Fig. 1: run 1, placed cells, one color a class
Scale: 3 px per um.
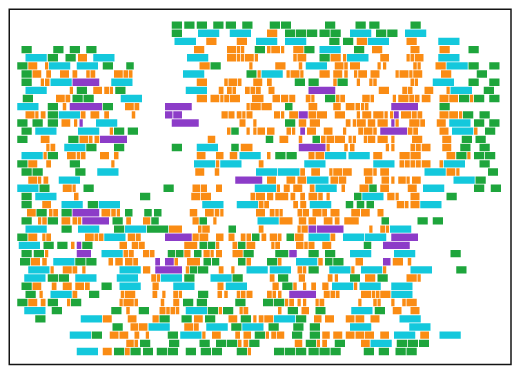
Fig. 2: run 1, the metal 3 layer
Scale: 2 px per um. Cells faint in the background.
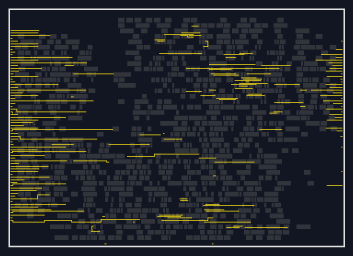
Fig. 3: run 1, sizing map
Scale: 1.5 px per um.
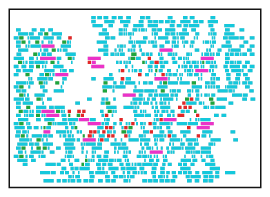
Fig. 4: run 1, clock nets
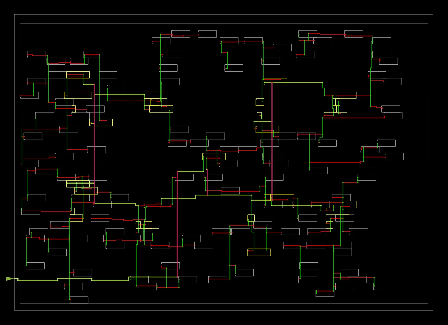
==> src/rtl/dm_access_unit_if.sv <==
// Data-memory port bundle between the M-stage access unit and the memory.
// The unit drives the request side; the memory returns ack and read data.
interface dm_access_unit_if;
    logic        mem_req;
    logic        mem_we;
    logic [3:0]  mem_be;
    logic [29:0] mem_addr;
    logic [31:0] mem_wdata;
    logic        mem_ack;
    logic [31:0] mem_rdata;

    modport master (
        output mem_req, mem_we, mem_be, mem_addr, mem_wdata,
        input  mem_ack, mem_rdata
    );

    modport slave (
        input  mem_req, mem_we, mem_be, mem_addr, mem_wdata,
        output mem_ack, mem_rdata
    );
endinterface

==> src/rtl/dm_access_unit.sv <==
// M-stage data-memory bridge: turns decoded load/store controls into a registered
// req/ack transaction, stalls the pipeline until it completes, and extends load data.
module dm_access_unit #(
    parameter int unsigned TIMEOUT = 255
) (
    input  logic             clk,
    input  logic             reset,
    input  logic             memwrite,
    input  logic [1:0]       writedm_op,
    input  logic             m_load,
    input  logic [2:0]       readdm_op,
    input  logic [31:0]      addr,
    input  logic [31:0]      wdata,
    output logic             stall,
    output logic [31:0]      rdata_ext,
    output logic             rdata_valid,
    output logic             align_err,
    output logic             bus_err,
    dm_access_unit_if.master bus
);

    typedef enum logic [1:0] {StIdle, StReq, StResp} state_e;

    localparam logic [7:0] LastCnt = 8'(TIMEOUT - 1);

    state_e      state_q;
    logic [7:0]  cnt_q;
    logic        req_q;
    logic        we_q;
    logic [3:0]  be_q;
    logic [29:0] addr_q;
    logic [31:0] wdata_q;
    logic [1:0]  lane_q;
    logic [2:0]  op_q;
    logic        abort_q;
    logic        align_err_q;
    logic [31:0] ext_q;

    logic        is_store;
    logic        access;
    logic        aligned;
    logic [3:0]  st_be;
    logic [31:0] st_wdata;

    function automatic logic [31:0] extend(input logic [31:0] w, input logic [1:0] a,
                                           input logic [2:0] op);
        logic [7:0]  b;
        logic [15:0] h;
        case (a)
            2'd0:    b = w[7:0];
            2'd1:    b = w[15:8];
            2'd2:    b = w[23:16];
            default: b = w[31:24];
        endcase
        h = a[1] ? w[31:16] : w[15:0];
        case (op)
            3'b001:  return {{24{b[7]}}, b};
            3'b010:  return {24'h0, b};
            3'b011:  return {{16{h[15]}}, h};
            3'b100:  return {16'h0, h};
            default: return w;
        endcase
    endfunction

    assign is_store = memwrite && (writedm_op != 2'b11);
    assign access   = is_store || m_load;

    always_comb begin
        aligned  = 1'b1;
        st_be    = 4'b1111;
        st_wdata = wdata;
        if (is_store) begin
            case (writedm_op)
                2'b01: begin
                    st_be    = 4'b0001 << addr[1:0];
                    st_wdata = {4{wdata[7:0]}};
                end
                2'b10: begin
                    aligned  = ~addr[0];
                    st_be    = addr[1] ? 4'b1100 : 4'b0011;
                    st_wdata = {2{wdata[15:0]}};
                end
                default: aligned = (addr[1:0] == 2'b00);
            endcase
        end else begin
            case (readdm_op)
                3'b001, 3'b010: aligned = 1'b1;
                3'b011, 3'b100: aligned = ~addr[0];
                default:        aligned = (addr[1:0] == 2'b00);
            endcase
        end
    end

    always_ff @(posedge clk) begin
        if (reset) begin
            state_q     <= StIdle;
            cnt_q       <= '0;
            req_q       <= 1'b0;
            we_q        <= 1'b0;
            be_q        <= '0;
            addr_q      <= '0;
            wdata_q     <= '0;
            lane_q      <= '0;
            op_q        <= '0;
            abort_q     <= 1'b0;
            align_err_q <= 1'b0;
            ext_q       <= '0;
        end else begin
            align_err_q <= 1'b0;
            unique case (state_q)
                StIdle: begin
                    if (access && aligned) begin
                        req_q   <= 1'b1;
                        we_q    <= is_store;
                        be_q    <= is_store ? st_be : 4'b1111;
                        addr_q  <= addr[31:2];
                        wdata_q <= is_store ? st_wdata : 32'h0;
                        lane_q  <= addr[1:0];
                        op_q    <= readdm_op;
                        cnt_q   <= '0;
                        abort_q <= 1'b0;
                        ext_q   <= '0;
                        state_q <= StReq;
                    end else if (access) begin
                        align_err_q <= 1'b1;
                    end
                end
                StReq: begin
                    // An ack in the final wait cycle takes priority over the timeout.
                    if (bus.mem_ack) begin
                        req_q   <= 1'b0;
                        ext_q   <= we_q ? 32'h0 : extend(bus.mem_rdata, lane_q, op_q);
                        state_q <= StResp;
                    end else if (cnt_q == LastCnt) begin
                        req_q   <= 1'b0;
                        abort_q <= 1'b1;
                        ext_q   <= '0;
                        state_q <= StResp;
                    end else begin
                        cnt_q <= cnt_q + 8'd1;
                    end
                end
                StResp: begin
                    abort_q <= 1'b0;
                    ext_q   <= '0;
                    state_q <= StIdle;
                end
                default: state_q <= StIdle;
            endcase
        end
    end

    assign stall       = (state_q == StReq) || ((state_q == StIdle) && access && aligned);
    assign rdata_ext   = ext_q;
    assign rdata_valid = (state_q == StResp) && !we_q && !abort_q;
    assign bus_err     = (state_q == StResp) && abort_q;
    assign align_err   = align_err_q;

    assign bus.mem_req   = req_q;
    assign bus.mem_we    = we_q;
    assign bus.mem_be    = be_q;
    assign bus.mem_addr  = addr_q;
    assign bus.mem_wdata = wdata_q;

endmodule

==> src/flat_wrapper.sv <==
// flat-port wrapper written by rule: the top's interface ports become plain ports
module dm_access_unit_flat 
#(
    parameter int unsigned TIMEOUT = 255
)
  (clk, reset, memwrite, writedm_op, m_load, readdm_op, addr, wdata, stall, rdata_ext, rdata_valid, align_err, bus_err, bus_mem_req, bus_mem_we, bus_mem_be, bus_mem_addr, bus_mem_wdata, bus_mem_ack, bus_mem_rdata);
  dm_access_unit_if bus_i ();
  input  logic clk;
  input  logic reset;
  input  logic memwrite;
  input  logic [1:0] writedm_op;
  input  logic m_load;
  input  logic [2:0] readdm_op;
  input  logic [31:0] addr;
  input  logic [31:0] wdata;
  output logic stall;
  output logic [31:0] rdata_ext;
  output logic rdata_valid;
  output logic align_err;
  output logic bus_err;
  output wire logic [$bits(bus_i.mem_req)-1:0] bus_mem_req;
  output wire logic [$bits(bus_i.mem_we)-1:0] bus_mem_we;
  output wire logic [$bits(bus_i.mem_be)-1:0] bus_mem_be;
  output wire logic [$bits(bus_i.mem_addr)-1:0] bus_mem_addr;
  output wire logic [$bits(bus_i.mem_wdata)-1:0] bus_mem_wdata;
  input wire logic [$bits(bus_i.mem_ack)-1:0] bus_mem_ack;
  input wire logic [$bits(bus_i.mem_rdata)-1:0] bus_mem_rdata;
  assign bus_mem_req = bus_i.mem_req;
  assign bus_mem_we = bus_i.mem_we;
  assign bus_mem_be = bus_i.mem_be;
  assign bus_mem_addr = bus_i.mem_addr;
  assign bus_mem_wdata = bus_i.mem_wdata;
  assign bus_i.mem_ack = bus_mem_ack;
  assign bus_i.mem_rdata = bus_mem_rdata;
  dm_access_unit #(.TIMEOUT(TIMEOUT)) u_core (.clk(clk), .reset(reset), .memwrite(memwrite), .writedm_op(writedm_op), .m_load(m_load), .readdm_op(readdm_op), .addr(addr), .wdata(wdata), .stall(stall), .rdata_ext(rdata_ext), .rdata_valid(rdata_valid), .align_err(align_err), .bus_err(bus_err), .bus(bus_i));
endmodule
==> config.mk <==
export PLATFORM = sky130hd
export DESIGN_NAME = dm_access_unit_flat
export DESIGN_NICKNAME = d
export VERILOG_FILES = /design/src/rtl/dm_access_unit_if.sv /design/src/rtl/dm_access_unit.sv /design/src/flat_wrapper.sv
export SDC_FILE = /design/constraint.sdc
export NUM_CORES = 1
export LEC_CHECK = 0
export CORE_ASPECT_RATIO = 0.7
export CORE_MARGIN = 2
export CORE_UTILIZATION = 33
export DETAILED_ROUTE_END_ITERATION = 7
export PLACE_DENSITY = 0.64
export SKIP_LAST_GASP = 1
export SYNTH_ARGS = -nofsm -noshare
export SYNTH_HDL_FRONTEND = slang
export SYNTH_SLANG_ARGS = --single-unit
==> constraint.sdc <==
create_clock -name clk -period 3.81 [get_ports clk]
set_clock_uncertainty 0.2 [all_clocks]
set_input_delay 0.5715 -clock clk [delete_from_list [all_inputs] [get_ports clk]]
set_output_delay 0.5715 -clock clk [all_outputs]
set_load 0.02 [all_outputs]
==> deck_impl_summary.md, run 1 <==
Flow Results at a Glance

Synthesis
  • Yosys Warn Count: 0
  • Yosys stat area: 6117 um2
  • XORs/XNORs by Area: 0.01145
  • Cell count after synthesis: 745
  • Netlist Area Pre-Place: 6117 um2
  • MUX area fraction: 0.02966
  • Synth top cell by count: dfxtp_1
  • # Cells Yosys: 745
  • Synth Seq Share: 0.3829
  • Post-synth EDFFs: 0
  • Synth area leader: dfxtp_1
  • Post-Synth Adder-Cell Area: 0.01023
  • Avg Inst Size Synth: 8.211 um2
  • Netlist cell types: 59
  • Main synth FF type: dfxtp_1
  • Most frequent cells after synthesis: dfxtp_1 (117), nand2_1 (108), a21oi_1 (63), clkbuf_1 (63), nor2_1 (46)
  • Area leader share: 0.3829
  • Main logic family after synthesis: AND-OR/OR-AND gates
  • Compound Share, Synth: 0.3418

Finish
  • Area Growth Syn to Fin: 47.49%
  • Share of layout cells above drive strength 1: 0.1216
  • Logic area: 3390 um2
  • Final nets: 1044
  • Fillers: 1750
  • Fin cells: 1182
  • Max-area cell class: multi-input combinational cells
  • Combinational share of cell area: 0.3757
  • Diode count: 0
  • NonClk Buf Share: 0.2610

Routing
  • M1 WL: 10520 um
  • Met2 Wirelength: 8776 um
  • Final ANT Viol Nets: 0
  • Avg WL per Cell: 18.15 um
  • Post-DR vias/cell: 5.469
  • Iteration-0 DRC Markers: 608
  • Highest layer used for signal routing: met5
  • DRC violations left: 0

GRT
  • Global Route met1 Usage: 0.3194
  • Gr busiest metal: met1
  • Pin count of the biggest net entering global routing: 54
  • First-pass GRT wire length: 34130 um
  • Remaining Overflow, GRT: 0
  • Initial antenna violation count: 1

Floorplanning
  • Fp_density: 0.3378
  • I/O pins: 210
  • Die area: 19660 um2
  • Rows: 41
  • Die Wd: 166.7 um
  • Die height: 117.9 um

Power and ir drop
  • Pwr Total: 0.003817 W
  • Worst vdd ir: 243.5 uV
  • Internal power: 0.002627 W
  • Switch Pwr: 0.001190 W
  • Seq pwr: 0.00135 W
  • Gate power share: 0.247
  • Clk pwr share: 0.400
  • LEAKAGE: 3.227 nW
  • Top power group: clock
  • Sequential share of power: 0.353

Setup path
  • Crit end category: output port
  • R2R Path End: u_core.rdata_ext[2]$_SDFFE_PP0P_
  • Critical-path maximum fanout: 4
  • CP Buf/Inv Count: 3
  • Reg2Reg Depth: 5
  • Cell family with most CP delay: buffers and inverters
  • Critical Path Max Stage Delay: 480 ps
  • Worst r2r src: u_core.op_q[1]$_SDFFE_PP0P_
  • Crit path DAT: 2610 ps
  • Req. time, crit path: 3040 ps
  • Reg2Reg Setup Slack: 1080 ps
  • Worst setup SP type: primary input
  • Worst path slowest cell: clkdlybuf4s50_1
  • Worst Setup SP: writedm_op[0]
  • Crit path cell chain: clkdlybuf4s50_1 -> inv_1 -> ha_1 -> nand2b_1 -> a211o_1 -> o211ai_1 -> o21ai_0 -> a21oi_1 -> dlymetal6s2s_1
  • Critical Path Sink: stall

Clock tree
  • Hold-fix buffers, CTS: 0
  • Post-CTS Setup Inserts: 0
  • Clock slew at reported path FFs: 50 ps
  • CTS HTree Levels: 4
  • Clock tree buffer depth: 2
  • CTS resizes: 0
  • Clk sinks: 117

Timing
  • Final setup fails: 0
  • Tcrit/Tclk final: 0.8882
  • RSZ-0062 raised after global routing: false
  • TNS Setup: 0 ps
  • Max Clk Rate: 0.2955 GHz
  • Tmin final: 3384 ps
  • Slew Limit Fails: 0
  • Slew at the pin closest to its max-slew limit: 930.1 ps
  • Hold Slack: 254.7 ps

Run
  • Maxcap violations: 0

Min path
  • Min-Delay Path Class: reg2reg
  • Cells on Worst Hold Path: 2
  • Hold Path Origin: u_core.bus.mem_wdata[22]$_SDFFE_PP0P_

Place
  • Placed Instances: 1150
  • DP HPWL: 15180 um
  • Routability congestion estimate from global placement: 0.8581
  • Pre-CTS setup slack: 42.21 ps

Outcome
  • Run status: complete, no violations
About Fig. 1:
purple -> clock drivers and dummy loads  # cells 32, share of their area 6.3%
orange -> remaining logic cells  # cells 555, share of their area 40%
green -> remaining buffers and delay cells  # cells 242, share of their area 27%
cyan -> registers  # cells 117, share of their area 27%
post-layout instance area: 9022 um2
fraction of area in registers: 0.2596
Core Region: 18110 um2
final core occ: 0.4982

About Fig. 2:
share of all routed wire = 9.1%
wire length on this layer = 1950 um
main direction = horizontal
drt total wl: 21460 um
DR vias: 6464
global-route track usage on met3: 0.08137

About Fig. 3:
green -> x2  # cells 55, most used a31o_2
cyan -> x1 and smaller  # cells 831, most used clkdlybuf4s50_1
magenta -> x6 and larger  # cells 21, most used clkbuf_16
red -> x3 and x4  # cells 39, most used buf_4
setup slack after layout: 426.1 ps
Non-CTS buffers: 242

About Fig. 4:
flop count: 117
Latency at later pin: 420 ps
clock distribution power: 0.00153 W

run 1: layout by cell type, fill, tap and decap left out, drive strengths merged, types with 10 or more instances in the layout:
master / n
o21ai: 39
a22o: 24
a21oi: 69
clkdlybuf4s50: 208
nand2: 108
nor3: 10
dfxtp: 117
mux2i: 17
a32o: 18
a22oi: 15
nand4: 15
buf: 33
nor2: 46
o32ai: 24
inv: 23
clkbuf: 20
a31o: 33
run 1: flip-flops by register name, indices dropped and copies added, names as in the netlist, 2 cells and up:
name,count
u_core.cnt_q,8
u_core.bus.mem_wdata,32
u_core.bus.mem_be,4
u_core.bus.mem_addr,30
u_core.op_q,3
u_core.state_q,2
u_core.lane_q,2
u_core.rdata_ext,32
--- run 2 (diff from run 1) ---
- CTS_BUF_LIST: not set -> sky130_fd_sc_hd__clkbuf_2
Fig. 5: run 2, the metal 3 layer
Scale: 2 px per um. Cells faint in the background.
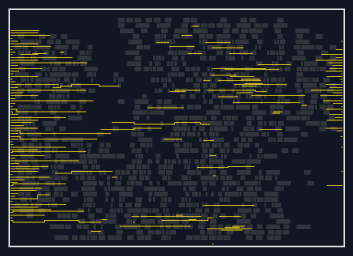
DR vias: 6431
drt total wl: 21210 um
global-route track usage on met3: 0.08036

Fig. 6: run 2, sizing map
Scale: 1.5 px per um.
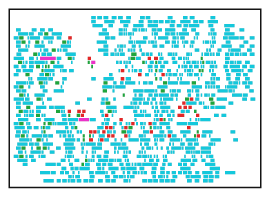
red -> x3 and x4  # cells 39, most used buf_4
green -> x2  # cells 74, most used a31o_2
cyan -> x1 and smaller  # cells 830, most used clkdlybuf4s50_1
magenta -> x6 and larger  # cells 3
Area Growth Syn to Fin: 41.85%
post-layout instance area: 8677 um2

==> deck_impl_summary.md, run 2 <==
Flow Results at a Glance

Power and ir drop
  • LEAKAGE: 3.089 nW
  • PwrDens: 350.7 nW/um2
  • Clock distribution power: 0.000752 W
  • Sequential share of power: 0.443
  • Worst vdd ir: 185.7 uV
  • Gate power share: 0.309
  • Clk pwr share: 0.247
  • Seq pwr: 0.00135 W
  • Internal power: 0.001952 W
  • Switch Pwr: 0.001090 W
  • Pwr Total: 0.003043 W
  • Top power group: sequential cells

Routing
  • DRC violations left: 0
  • Post-DR vias/cell: 5.436
  • M1 WL: 10450 um
  • Avg WL per Cell: 17.93 um
  • Met2 Wirelength: 8573 um
  • Final ANT Viol Nets: 0
  • Highest layer used for signal routing: met5
  • Iteration-0 DRC Markers: 639

GRT
  • Global Route met1 Usage: 0.3184
  • First-pass GRT wire length: 33770 um
  • Gr busiest metal: met1
  • Initial antenna violation count: 1
  • Remaining Overflow, GRT: 0
  • Pin count of the biggest net entering global routing: 54

Setup path
  • Critical Path Max Stage Delay: 480 ps
  • Worst r2r src: u_core.op_q[1]$_SDFFE_PP0P_
  • Crit end category: output port
  • Critical path type: in2out
  • CP Buf/Inv Count: 3
  • Critical Path Sink: stall
  • Reg2Reg Setup Slack: 1070 ps
  • R2R Path End: u_core.rdata_ext[2]$_SDFFE_PP0P_
  • Cell family with most CP delay: buffers and inverters
  • Worst Setup SP: writedm_op[0]
  • WP depth: 9
  • Worst setup SP type: primary input
  • Worst path slowest cell: clkdlybuf4s50_1
  • Reg2Reg Depth: 5
  • Critical-path maximum fanout: 4
  • Req. time, crit path: 3040 ps
  • Crit path DAT: 2600 ps
  • Crit path cell chain: clkdlybuf4s50_1 -> inv_1 -> ha_1 -> nand2b_1 -> a211o_1 -> o211ai_1 -> o21ai_0 -> a21oi_1 -> dlymetal6s2s_1

Floorplanning
  • Die Wd: 166.7 um
  • Core Region: 18110 um2
  • Fp_density: 0.3378
  • Die height: 117.9 um
  • I/O pins: 210
  • Die area: 19660 um2

Place
  • Placed Instances: 1150
  • Cell Area, Placed: 8467 um2
  • Port Buf Inserts: 209
  • Pre-CTS setup slack: 42.21 ps
  • DP HPWL: 15180 um
  • Routability congestion estimate from global placement: 0.8581

Synthesis
  • Compound Share, Synth: 0.3418
  • Synth Seq Share: 0.3829
  • Area leader share: 0.3829
  • Synth top cell by count: dfxtp_1
  • Main synth FF type: dfxtp_1
  • Avg Inst Size Synth: 8.211 um2
  • Post-synth EDFFs: 0
  • Main logic family after synthesis: AND-OR/OR-AND gates
  • XORs/XNORs by Area: 0.01145
  • # Cells Yosys: 745
  • MUX area fraction: 0.02966
  • Yosys stat area: 6117 um2
  • Synth area leader: dfxtp_1
  • Yosys Warn Count: 0
  • Most frequent cells after synthesis: dfxtp_1 (117), nand2_1 (108), a21oi_1 (63), clkbuf_1 (63), nor2_1 (46)
  • Post-Synth Adder-Cell Area: 0.01023
  • Cell count after synthesis: 745
  • Netlist Area Pre-Place: 6117 um2

Timing
  • TNS Setup: 0 ps
  • Tcrit/Tclk final: 0.8838
  • Final setup fails: 0
  • Slew at the pin closest to its max-slew limit: 937.3 ps
  • Slew Limit Fails: 0
  • Tmin final: 3367 ps
  • Hold Slack: 268.7 ps
  • Setup slack after layout: 442.8 ps
  • RSZ-0062 raised after global routing: false
  • Max Clk Rate: 0.2970 GHz

Clock tree
  • CTS HTree Levels: 4
  • Clock tree buffer depth: 2
  • Latency at later pin: 670 ps
  • Clk sinks: 117
  • Hold-fix buffers, CTS: 0
  • Clock slew at reported path FFs: 180 ps

Finish
  • Most frequent logic cell in the layout: clkdlybuf4s50_1
  • Final nets: 1044
  • Fin cells: 1183
  • Share of layout cells above drive strength 1: 0.1226
  • Commonest non-fill, non-tap cells in the layout: clkdlybuf4s50_1 (208), dfxtp_1 (117), nand2_1 (108)

Min path
  • Min-Delay Path Class: reg2reg
  • Cells on Worst Hold Path: 2
  • Hold Path Origin: u_core.bus.mem_wdata[22]$_SDFFE_PP0P_

Outcome
  • Run status: complete, no violations
Fig. 7: run 2, placed cells, one color a class
Scale: 3 px per um.
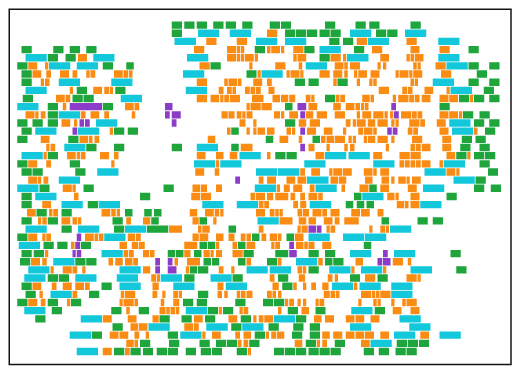
green -> remaining buffers and delay cells  # cells 242, share of their area 28%
cyan -> registers  # cells 117, share of their area 28%
purple -> clock drivers and dummy loads  # cells 32, share of their area 2.4%
orange -> remaining logic cells  # cells 555, share of their area 41%
Rows: 41
fraction of area in registers: 0.2699
final core occ: 0.4792

-- run 2: cell counts after synthesis --
No cell type changed its count.
-- run 2: final cells by class --
class | instances | area (um2) | share of cell area
repair buffers | 242 | 2355 | 0.2714
well taps | 236 | 295.3 | 0.03403
diodes | 1 | 2.502 | 0.0002884
multi-input cells | 532 | 3390 | 0.3906
clock inverters | 13 | 110.1 | 0.01269
flip-flops and latches | 117 | 2342 | 0.2699
inverters | 23 | 87.58 | 0.01009
clock buffers | 19 | 95.09 | 0.01096
-- run 2: timing repair --
item                                    CTS  global route
endpoints found under the hold margin     0             0
buffers inserted                          0             0
endpoints found under the setup margin    0             1
resized                                   0             1
-- run 2: worst min-delay path, cell delays in order (launching register included) --
cell and delay (ps):
dfxtp_1 350, nand2_1 50, o21ai_0 60
Power figures rest on the tool's default switching activity, not on a simulated workload.
